### config.mk
export PLATFORM = sky130hd
export DESIGN_NAME = mult_c_collector
export DESIGN_NICKNAME = d
export VERILOG_FILES = /design/src/rtl/mult_c_collector.sv
export SDC_FILE = /design/constraint.sdc
export NUM_CORES = 1
export LEC_CHECK = 0
export ABC_CLOCK_PERIOD_IN_PS = 49100
export CAP_MARGIN = 15
export CORE_AREA = 10 10 232 234
export CTS_CLUSTER_DIAMETER = 120
export DETAILED_ROUTE_END_ITERATION = 8
export DIE_AREA = 0 0 242 244
export PLACE_DENSITY = 0.83
export SYNTH_ARGS = -nofsm -noshare
export SYNTH_HDL_FRONTEND = slang
export SYNTH_SLANG_ARGS = --single-unit
### constraint.sdc
create_clock -name clk -period 49.1 [get_ports clk]
set_input_delay 4.91 -clock clk [delete_from_list [all_inputs] [get_ports clk]]
set_output_delay 4.91 -clock clk [all_outputs]
set_load 0.03 [all_outputs]
### src/rtl/mult_c_collector.sv
// mult_c_collector
// Consumer end of the matrix multiplier result interface. Collects 2*N
// half-row words (N/2 elements each) into an N x N buffer C, then streams
// C out one element per beat on a valid/ready interface.
//
// Ports:
//   clk, reset   rising-edge clock, asynchronous active-high reset
//   start        one-cycle pulse, begins a new collection (IDLE only)
//   c_word       result word, element e at [BITS*(e+1)-1:BITS*e]
//   c_valid      c_word valid
//   c_ready      collector accepts c_word (high throughout COLLECT)
//   out_data     streamed element C[out_row][out_col]
//   out_row      row index of out_data
//   out_col      column index of out_data
//   out_valid    stream outputs valid (high throughout STREAM)
//   out_ready    downstream accepts the element
//   out_last     final element of the stream
//   c_matrix     flat buffer, C[r][c] at [BITS*(r*N+c+1)-1:BITS*(r*N+c)]
//   busy         high in COLLECT or STREAM
//   done         one-cycle pulse after the final stream handshake
//
// Build option: define C_TRANSPOSE_EN for column-major stream order.

module mult_c_collector #(
    parameter int BITS = 8,
    parameter int N    = 8,
    parameter int WORD = 33
) (
    input  logic                   clk,
    input  logic                   reset,
    input  logic                   start,
    input  logic [WORD-1:0]        c_word,
    input  logic                   c_valid,
    output logic                   c_ready,
    output logic [BITS-1:0]        out_data,
    output logic [$clog2(N)-1:0]   out_row,
    output logic [$clog2(N)-1:0]   out_col,
    output logic                   out_valid,
    input  logic                   out_ready,
    output logic                   out_last,
    output logic [N*N*BITS-1:0]    c_matrix,
    output logic                   busy,
    output logic                   done
);

    localparam int HALF = N / 2;
    localparam int RW   = $clog2(N);
    localparam int KW   = $clog2(2 * N);
    localparam int MW   = $clog2(N * N);

    typedef enum logic [1:0] {
        S_IDLE    = 2'd0,
        S_COLLECT = 2'd1,
        S_STREAM  = 2'd2
    } state_t;

    state_t          r_state;
    logic [KW-1:0]   r_k;
    logic [MW-1:0]   r_m;
    logic [BITS-1:0] r_mem [N*N];
    logic            r_done;

    logic [BITS-1:0] w_elem_in [HALF];
    logic [RW-1:0]   w_row;
    logic [RW-1:0]   w_col;
    logic [MW-1:0]   w_ridx;
    logic [MW-1:0]   w_wbase;
    logic            w_stream;
    logic            w_last;

    // Split the incoming word into its N/2 elements.
    genvar gi;
    generate
        for (gi = 0; gi < HALF; gi++) begin : g_split
            assign w_elem_in[gi] = c_word[BITS*gi +: BITS];
        end
        for (gi = 0; gi < N*N; gi++) begin : g_flat
            assign c_matrix[BITS*gi +: BITS] = r_mem[gi];
        end
        if (HALF*BITS < WORD) begin : g_pad
            // Bits above the packed elements carry no data.
            logic w_unused_pad;
            assign w_unused_pad = ^c_word[WORD-1:HALF*BITS];
        end
    endgenerate

    // Word k fills row k>>1; odd words fill the right half of that row.
    assign w_wbase = MW'((int'(r_k) >> 1) * N + int'(r_k[0]) * HALF);

`ifdef C_TRANSPOSE_EN
    assign w_col = RW'(int'(r_m) / N);
    assign w_row = RW'(int'(r_m) % N);
`else
    assign w_row = RW'(int'(r_m) / N);
    assign w_col = RW'(int'(r_m) % N);
`endif

    assign w_ridx   = MW'(int'(w_row) * N + int'(w_col));
    assign w_stream = (r_state == S_STREAM);
    assign w_last   = w_stream && (r_m == MW'(N*N - 1));

    assign c_ready   = (r_state == S_COLLECT);
    assign out_valid = w_stream;
    assign out_last  = w_last;
    assign out_data  = w_stream ? r_mem[w_ridx] : '0;
    assign out_row   = w_stream ? w_row : '0;
    assign out_col   = w_stream ? w_col : '0;
    assign busy      = (r_state != S_IDLE);
    assign done      = r_done;

    always_ff @(posedge clk or posedge reset) begin
        if (reset) begin
            r_state <= S_IDLE;
            r_k     <= '0;
            r_m     <= '0;
            r_done  <= 1'b0;
            for (int i = 0; i < N*N; i++) begin
                r_mem[i] <= '0;
            end
        end else begin
            r_done <= 1'b0;
            case (r_state)
                S_IDLE: begin
                    if (start) begin
                        r_state <= S_COLLECT;
                        r_k     <= '0;
                    end
                end
                S_COLLECT: begin
                    if (c_valid) begin
                        for (int e = 0; e < HALF; e++) begin
                            r_mem[w_wbase + MW'(e)] <= w_elem_in[e];
                        end
                        if (r_k == KW'(2*N - 1)) begin
                            r_state <= S_STREAM;
                            r_k     <= '0;
                            r_m     <= '0;
                        end else begin
                            r_k <= r_k + 1'b1;
                        end
                    end
                end
                S_STREAM: begin
                    if (out_ready) begin
                        if (w_last) begin
                            r_state <= S_IDLE;
                            r_m     <= '0;
                            r_done  <= 1'b1;
                        end else begin
                            r_m <= r_m + 1'b1;
                        end
                    end
                end
                default: r_state <= S_IDLE;
            endcase
        end
    end

endmodule

run_1/clk_routes.png
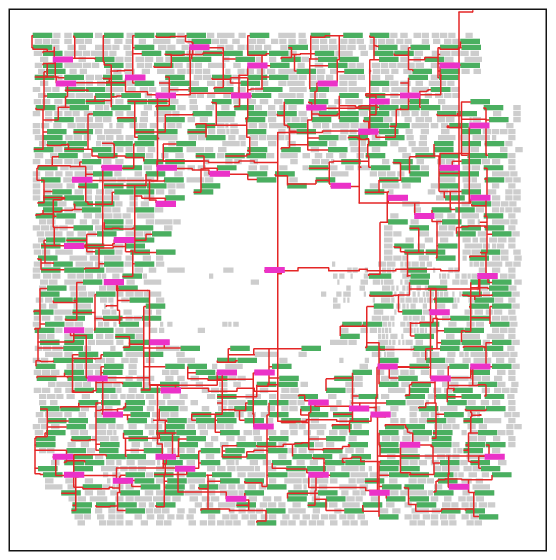
- clock drivers: magenta (count 55)
- clock wires: red (length 6520 um)
- flip-flops: green (count 525)
- routed clock nets: 56
- flops lie: widely spread
P_clk: 430 uW
clock power share: 17.2%
skew final: 0.0238 ns
Late-Pin Clk Latency: 0.61 ns

run_1/power_grid.png
The bar under the picture is 50 um long. Pins as bars on the die edge. Tap cells in grey.
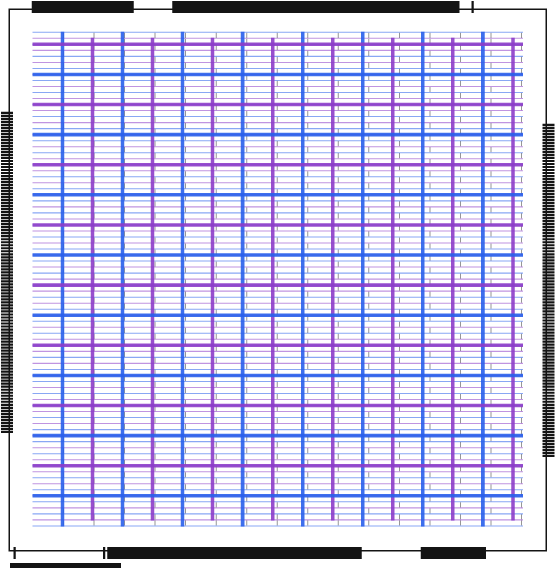
- VDD: purple
- VSS: blue
- met4 straps: 16
- met1 rails: 83
peak supply drop: 0.0000500 V
die height: 244 um

run_1/placement_by_type.png
The bar under the picture is 50 um long.
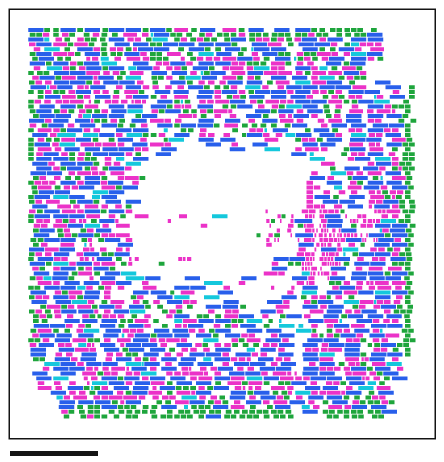
- combinational and other logic: magenta (cells 857; share of their area 33%)
- clock drivers and dummy loads: cyan (cells 102; share of their area 6.0%)
- flops: blue (cells 525; share of their area 42%)
- other buffers and delay cells: green (cells 582; share of their area 19%)

==> reports/results.ini, run 1 <==
[worst_setup_path]
arrival_ns = 5.16
critPathKind = register to output pin
r2r_end = c_matrix[170]
r2r_start = r_state[1]
endpoint_kind = output pin
cp_max_fo = 39
rrSetupSlack_ns = 46.39
critPathLaunchType = register
worstRegToRegCells = 4

[cells_and_area]
combGateArea_mm2 = 0.0102
nets = 2064
nFillCells = 3589
syn_to_final_growth_pct = 34.1
layout.cells.non_filler = 2738
regArea_mm2 = 0.0131
stdcell_area_mm2 = 0.0319
antenna-diode-count = 0

[routing]
vias_per_cell = 5.93
drc = 0
drt-pass1-iter-count = 5
route.detailed.wl_per_inst_um = 30.7
postRouteWirelength_um = 84100
drtIter0Drc = 1184
drtAntennaViolNets = 0

[logic_synthesis]
edf_count = 0
synthTopCellsByArea = dfrtp_1, mux2_2, mux4_2, clkbuf_1, a22oi_1
synth.avg_cell_area_um2 = 15.7
yosys-stat-cells = 1512
postSynth.asyncResetShare_pct = 100
syn_area_mm2 = 0.0238
synth_cell_type_count = 40
yosysMostFrequentCell = dfrtp_1
synth_flops = 525
synthCells = 1512
ys_warn_count = 0
ff_type = dfrtp_1

[final_timing]
clock.fmax_mhz = 99.3
final.setup.tns_ns = 0
finalWorstSetupSlack_ns = 39.03
rsz0062_at_grt = no
slew_headroom_pct = 22.0
min_period_ns = 10.07
fin_crit_sh_pct = 20.5
worst_pin_slew_ns = 1.17
setup_viol = 0
hold_viol = 0

[grt]
gr-total-overflow = 0
grt_pass1_vias = 17500
grt_max_degree = 143

[place]
pre_cts_ws_ns = 39.55
place_area_mm2 = 0.0300
port_buffers = 567
hpwl_um = 60700
place_congestion = 0.922

[clock_network]
ctsHoldBuffers = 0
cts_root_buf = clkbuf_16
post_cts_buffers = 0
cts_resized = 0
ctsLongestPathBuffers = 3
htreeDepth = 2
cts_buffers = 55
cts.sinks = 525

[hold_path]
hold_path.class = register to register
worstHoldStart = c_matrix[364]
whs_endpoint = c_matrix[364]
hold_depth = 1

[run_status]
status = complete, no violations

[pwr]
p_total_uw = 2490
power_leakage_uw = 0.0132

[die]
dieArea_mm2 = 0.0590
die_w_um = 242

[flow_run]
maxCapViolations = 0

-- run 1: sequential cells by signal, indices dropped and copies added (netlist names) --
name and count:
done 1, c_matrix 512, r_k 4, r_m 6, r_state 2
-- run 1: where the power goes --
group	internal [uW]	switching [uW]	leakage, uW
logic	590	681	0.00566
clock network	251	179	0.000926
registers	620	174	0.00666
total	1460	1030	0.0132
-- run 1: cell usage in the layout, fill, tap and decap left out, types with 4 or more instances in the layout --
cell,netlist,layout
a21oi_1,24,24
a22oi_1,41,41
a311o_1,4,4
and2_1,6,7
buf_4,4,15
clkbuf_1,100,9
clkbuf_16,0,56
clkbuf_8,0,17
clkdlybuf4s50_1,0,567
clkinv_2,0,10
dfrtp_1,525,523
ha_1,5,5
inv_1,10,9
mux2_2,512,512
mux4_2,136,136
nand2_1,16,16
nand2b_1,10,10
nand3_1,7,5
nor2_1,30,17
nor2_4,0,13
nor2b_1,7,5
o21ai_0,10,10
o21bai_1,4,4
o22ai_1,4,4
or4_1,4,4
-- run 1: metal layers --
metal	track usage (%)	up-vias	part of all wire [%]
li1	-	6695	-
met1	32.1	8619	37
met2	48.3	752	51
met3	7.75	168	7.7
met4	11.0	0	4.1
met5	0	-	0
-- run 1: metrics by stage --
stage / util [%] / hold slack (ns)
after floorplan: - / 0.554
after global placement: 60.7 / 0.508
after detailed placement: 60.7 / 0.516
after CTS: 64.5 / 0.530
after global routing: 64.5 / 0.547
final: 64.5 / 0.528
-- run 1: logic make-up after synthesis --
group                    after synthesis  synth area share, %
AND/OR/NAND/NOR                       96                 2.07
flip-flops                           525                 55.3
adder cells (fa/ha/maj)                5                0.263
multiplexers                         651                 37.3
AND-OR/OR-AND                         95                 2.71
buffers and inverters                140                 2.42
-- run 1: how the worst max path moves through the flow --
stage               startpoint          end  slack, ns  depth (start not counted)
floorplan                reset  c_matrix[0]      29.52                          1
global placement        r_m[0]  out_data[4]      39.60                          7
detailed placement      r_m[0]  out_data[4]      39.55                          7
CTS                     r_m[0]  out_data[4]      38.90                          7
global route            r_m[0]  out_data[4]      38.73                          7
finish                  r_m[0]  out_data[4]      39.03                          7
-- run 1: worst max-delay path: stages, from the launching register on --
cell and delay (ns):
dfrtp_4 0.78, buf_4 0.76, buf_4 0.67, mux4_2 0.60
mux4_2 0.53, nand2b_1 0.18, a311o_1 0.29, clkdlybuf4s50_1 0.68
-- run 1: final cells by class --
| cell class | instances | area share [%] |
|---|---|---|
| flip-flops and latches | 525 | 41.2 |
| multi-input cells | 847 | 31.9 |
| repair buffers | 582 | 18.2 |
| clock buffers | 82 | 5.24 |
| well taps | 672 | 2.64 |
| clock inverters | 20 | 0.652 |
| inverters | 10 | 0.141 |
## Run 2: what changed since run 1
--- a/config.mk
+++ b/config.mk
@@ -5,7 +5,7 @@
 export SDC_FILE = /design/constraint.sdc
 export NUM_CORES = 1
 export LEC_CHECK = 0
-export ABC_CLOCK_PERIOD_IN_PS = 49100
+export ABC_CLOCK_PERIOD_IN_PS = 10470
 export CAP_MARGIN = 15
 export CORE_AREA = 10 10 232 234
 export CTS_CLUSTER_DIAMETER = 120
==> constraint.sdc (replaced) <==
create_clock -name clk -period 10.47 [get_ports clk]
set_input_delay 1.047 -clock clk [delete_from_list [all_inputs] [get_ports clk]]
set_output_delay 1.047 -clock clk [all_outputs]
set_load 0.03 [all_outputs]
==> run 2 against run 1 <==
Against the previous run:
- clock power rose to 4.5 times the previous value
- clock skew up 0.0073 ns
- combinational power went up to 4.7 times the previous value
- highest routed layer is now met5
==> reports/results.ini, run 2 <==
[worst_setup_path]
critPathLaunchType = register  ; unchanged
r2r_start = r_m[1]  ; was r_state[1]
crit_slowest_cell = dfrtp_4  ; unchanged
cp_max_fo = 76  ; was 39
worst_path_largest_cell_delay_ns = 0.90  ; was 0.78 ns
crit_chain = buf_12, mux4_2, mux4_2, nor2b_1, or4_1, clkdlybuf4s50_1  ; was buf_4, buf_4, mux4_2, mux4_2, nand2b_1, a311o_1, clkdlybuf4s50_1
path_buffers = 2  ; was 3
crit_start = r_m[0]  ; unchanged
critPathMostFrequentCell = mux4_2
required_ns = 9.42  ; was 44.19 ns
arrival_ns = 4.72  ; was 5.16 ns
critPathKind = register to output pin  ; unchanged
endpoint_kind = output pin  ; unchanged
crit_family = buffers and inverters  ; unchanged

[clock_network]
cts_root_buf = clkbuf_16  ; unchanged
cts_tree = built  ; unchanged
ctsHoldBuffers = 0  ; unchanged
htreeDepth = 2  ; unchanged
clk_latency_ns = 0.61  ; about the same
cts_buffers = 54  ; was 55
post_cts_buffers = 0  ; unchanged
cts.sinks = 525  ; unchanged
clkTransAtPathRegs_ns = 0.07  ; was 0.06 ns
cts_resized = 0  ; unchanged
ctsLongestPathBuffers = 3  ; unchanged

[grt]
grt_first_pass_wirelength_um = 122000  ; was 124000 um
grt.total_usage_pct = 27.5  ; was 27.8%
grt_pass1_vias = 17300  ; was 17500
antenna_found_initial = 1  ; was 0
grt_max_degree = 178  ; was 143
gr-total-overflow = 0  ; unchanged

[hold_path]
hold_path.class = register to register  ; unchanged
worstHoldStart = c_matrix[55]  ; was c_matrix[364]

[final_timing]
clock.fmax_mhz = 173
setup_viol = 0  ; unchanged
report.final.slew_viol_count = 0  ; unchanged
hold_viol = 0  ; unchanged
final.setup.tns_ns = 0  ; unchanged
fin_skew_ns = 0.0311  ; was 0.0238 ns
fin_crit_sh_pct = 55.1
worst_pin_slew_ns = 1.16  ; was 1.17 ns
min_period_ns = 5.77
rsz0062_at_grt = no  ; unchanged
slew_headroom_pct = 22.6  ; was 22.0%

[die]
die_h_um = 244  ; unchanged
rows = 82  ; unchanged
die_w_um = 242  ; unchanged
io_pins = 569  ; unchanged
initCoreUtil_pct = 48.1  ; unchanged
coreArea_mm2 = 0.0495  ; unchanged
dieArea_mm2 = 0.0590  ; unchanged

[cells_and_area]
utilization_pct = 64.2  ; was 64.5%
nFillCells = 3615  ; was 3589
nets = 2061  ; was 2064
layout-drive-gt1-share_pct = 37.3  ; was 37.7%
antenna-diode-count = 0  ; unchanged
lay_top_count = clkdlybuf4s50_1  ; unchanged
syn_to_final_growth_pct = 33.6  ; was 34.1%
final_cell_mix = clkdlybuf4s50_1, dfrtp_1, mux2_2  ; unchanged
largest_reg_flops = 512  ; unchanged
stdcell_area_mm2 = 0.0318  ; was 0.0319 mm2
layout.cells.non_filler = 2727  ; was 2738

[pwr]
p_per_area_mw_per_mm2 = 365  ; was 78.3 mW/mm2
vdd_drop_max_v = 0.000221  ; was 0.0000500 V
power_leakage_uw = 0.0132  ; about the same

[routing]
drtAntennaViolNets = 0  ; unchanged
route.detailed.wl_per_inst_um = 30.5  ; was 30.7 um
vias_per_cell = 5.92  ; was 5.93
drc = 0  ; unchanged
drtIter0Drc = 1127  ; was 1184
postRouteWirelength_um = 83200  ; was 84100 um
drt-pass1-iter-count = 7  ; was 5
vias = 16200  ; about the same

[logic_synthesis]
yosys-stat-cells = 1512  ; unchanged
edf_count = 0  ; unchanged
ys_warn_count = 0  ; unchanged
synthCells = 1512  ; unchanged
synth_cell_type_count = 40  ; unchanged
postSynth.asyncResetShare_pct = 100  ; unchanged
yosysChipArea_mm2 = 0.0238  ; unchanged
synth_flops = 525  ; unchanged
yosysSeqAreaShare_pct = 55.3  ; unchanged
syn_nets = 1555  ; unchanged
ff_type = dfrtp_1  ; unchanged
common_cells = dfrtp_1, mux2_2, mux4_2, clkbuf_1, a22oi_1  ; unchanged
synth.avg_cell_area_um2 = 15.7  ; unchanged
yosysTopAreaCellShare_pct = 55.3  ; unchanged
yosysMostFrequentCell = dfrtp_1  ; unchanged
syn_area_mm2 = 0.0238  ; unchanged
top_area_cell = dfrtp_1  ; unchanged
synthTopCellsByArea = dfrtp_1, mux2_2, mux4_2, clkbuf_1, a22oi_1  ; unchanged

[place]
place_congestion = 0.898  ; was 0.922
hpwl_um = 59900  ; was 60700 um
port_buffers = 567  ; unchanged
placed_cells_incl_taps = 2634  ; was 2636
place_area_mm2 = 0.0300  ; about the same

[flow_run]
maxCapViolations = 0  ; unchanged
openroad.warnings = 34  ; was 32

[run_status]
status = complete, no violations  ; unchanged

==> run 2: netlist changes by cell type in the layout (fill, tap and decap cells not counted), sizes merged <==
cell      before  now
clkbuf        82   77
clkinv        12    9
buf           15   13
inv           12   10
clkinvlp       3    4
==> run 2: kinds of logic after synthesis <==
family                     Yosys count  synth area share [%]
muxes                              651                  37.3
DFF                                525                  55.3
buffers and inverters              140                  2.42
and+or+nand+nor                     96                  2.07
AOI/OAI and AO/OA                   95                  2.71
adders and majority gates            5                 0.263
==> run 2: path summary, 6_finish.rpt <==
kind,endpoint,slack [ns],depth (start not counted)
setup reg to reg,r_m[5],7.50,6
min in group asynchronous,c_matrix[127],0.94,2
hold / removal,c_matrix[55],0.53,1
hold reg to reg,c_matrix[55],0.53,1
max in group asynchronous,c_matrix[456],7.31,4
setup / recovery,out_data[6],4.70,6
==> run 2: report_power, final <==
part | total [uW] | internal [uW] | switching, uW
combinational | 5950 | 2770 | 3180
sequential | 3720 | 2910 | 809
clock | 1920 | 1110 | 805
==> run 2: stage by stage <==
step | hold WS (ns) | worst slack [ns] | power, uW
2_1_floorplan | 0.554 | 2.29 | 7050
3_3_place_gp | 0.508 | 5.27 | 9550
3_5_place_dp | 0.517 | 5.28 | 9700
4_1_cts | 0.531 | 4.60 | 11700
5_1_grt | 0.546 | 4.47 | 12000
6_report | 0.527 | 4.70 | 11600
==> run 2: layout make-up <==
type                            instances  area (um2)  share of cell area, %
Sequential cell                       525       13100                   41.4
Multi-Input combinational cell        847       10200                   32.0
Timing Repair Buffer                  580        5810                   18.3
Clock buffer                           77        1580                   4.97
Tap cell                              672         841                   2.65
Clock inverter                         16         166                  0.524
Inverter                               10        41.3                  0.130
==> run 2: layer usage <==
| metal | vias up | routed length (um) | track usage (%) |
|---|---|---|---|
| li1 | 6675 | - | - |
| met1 | 8687 | 30400 | 31.4 |
| met2 | 644 | 43300 | 48.3 |
| met3 | 144 | 6470 | 8.09 |
| met4 | 2 | 3110 | 10.1 |
| met5 | - | 11 | 0 |
==> run 2: worst reg2reg max path, cell delays in order (launching register included) <==
cell and delay (ns):
dfrtp_4 0.80, buf_4 0.83, ha_1 0.51, nand4_1 0.21
o211ai_1 0.20, o41ai_1 0.11, a22o_1 0.18
run_2/clk_routes.png
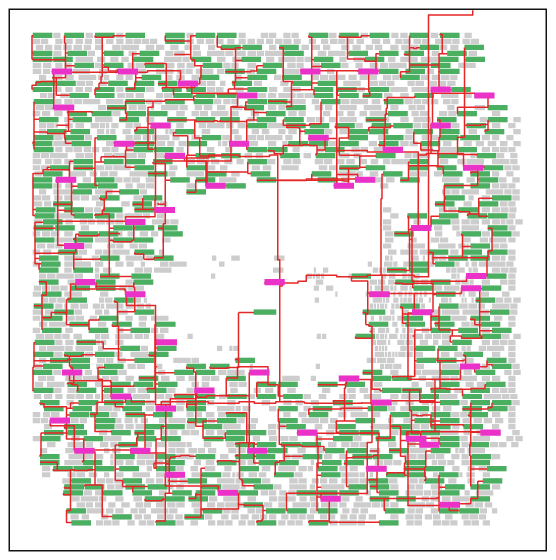
- flip-flops: green (count 525)
- clock drivers: magenta (count 54)
- clock wires: red (length 6450 um)
- routed clock nets: 55
- flops lie: widely spread

No activity file was given, so power comes from the tool's default toggle rates.
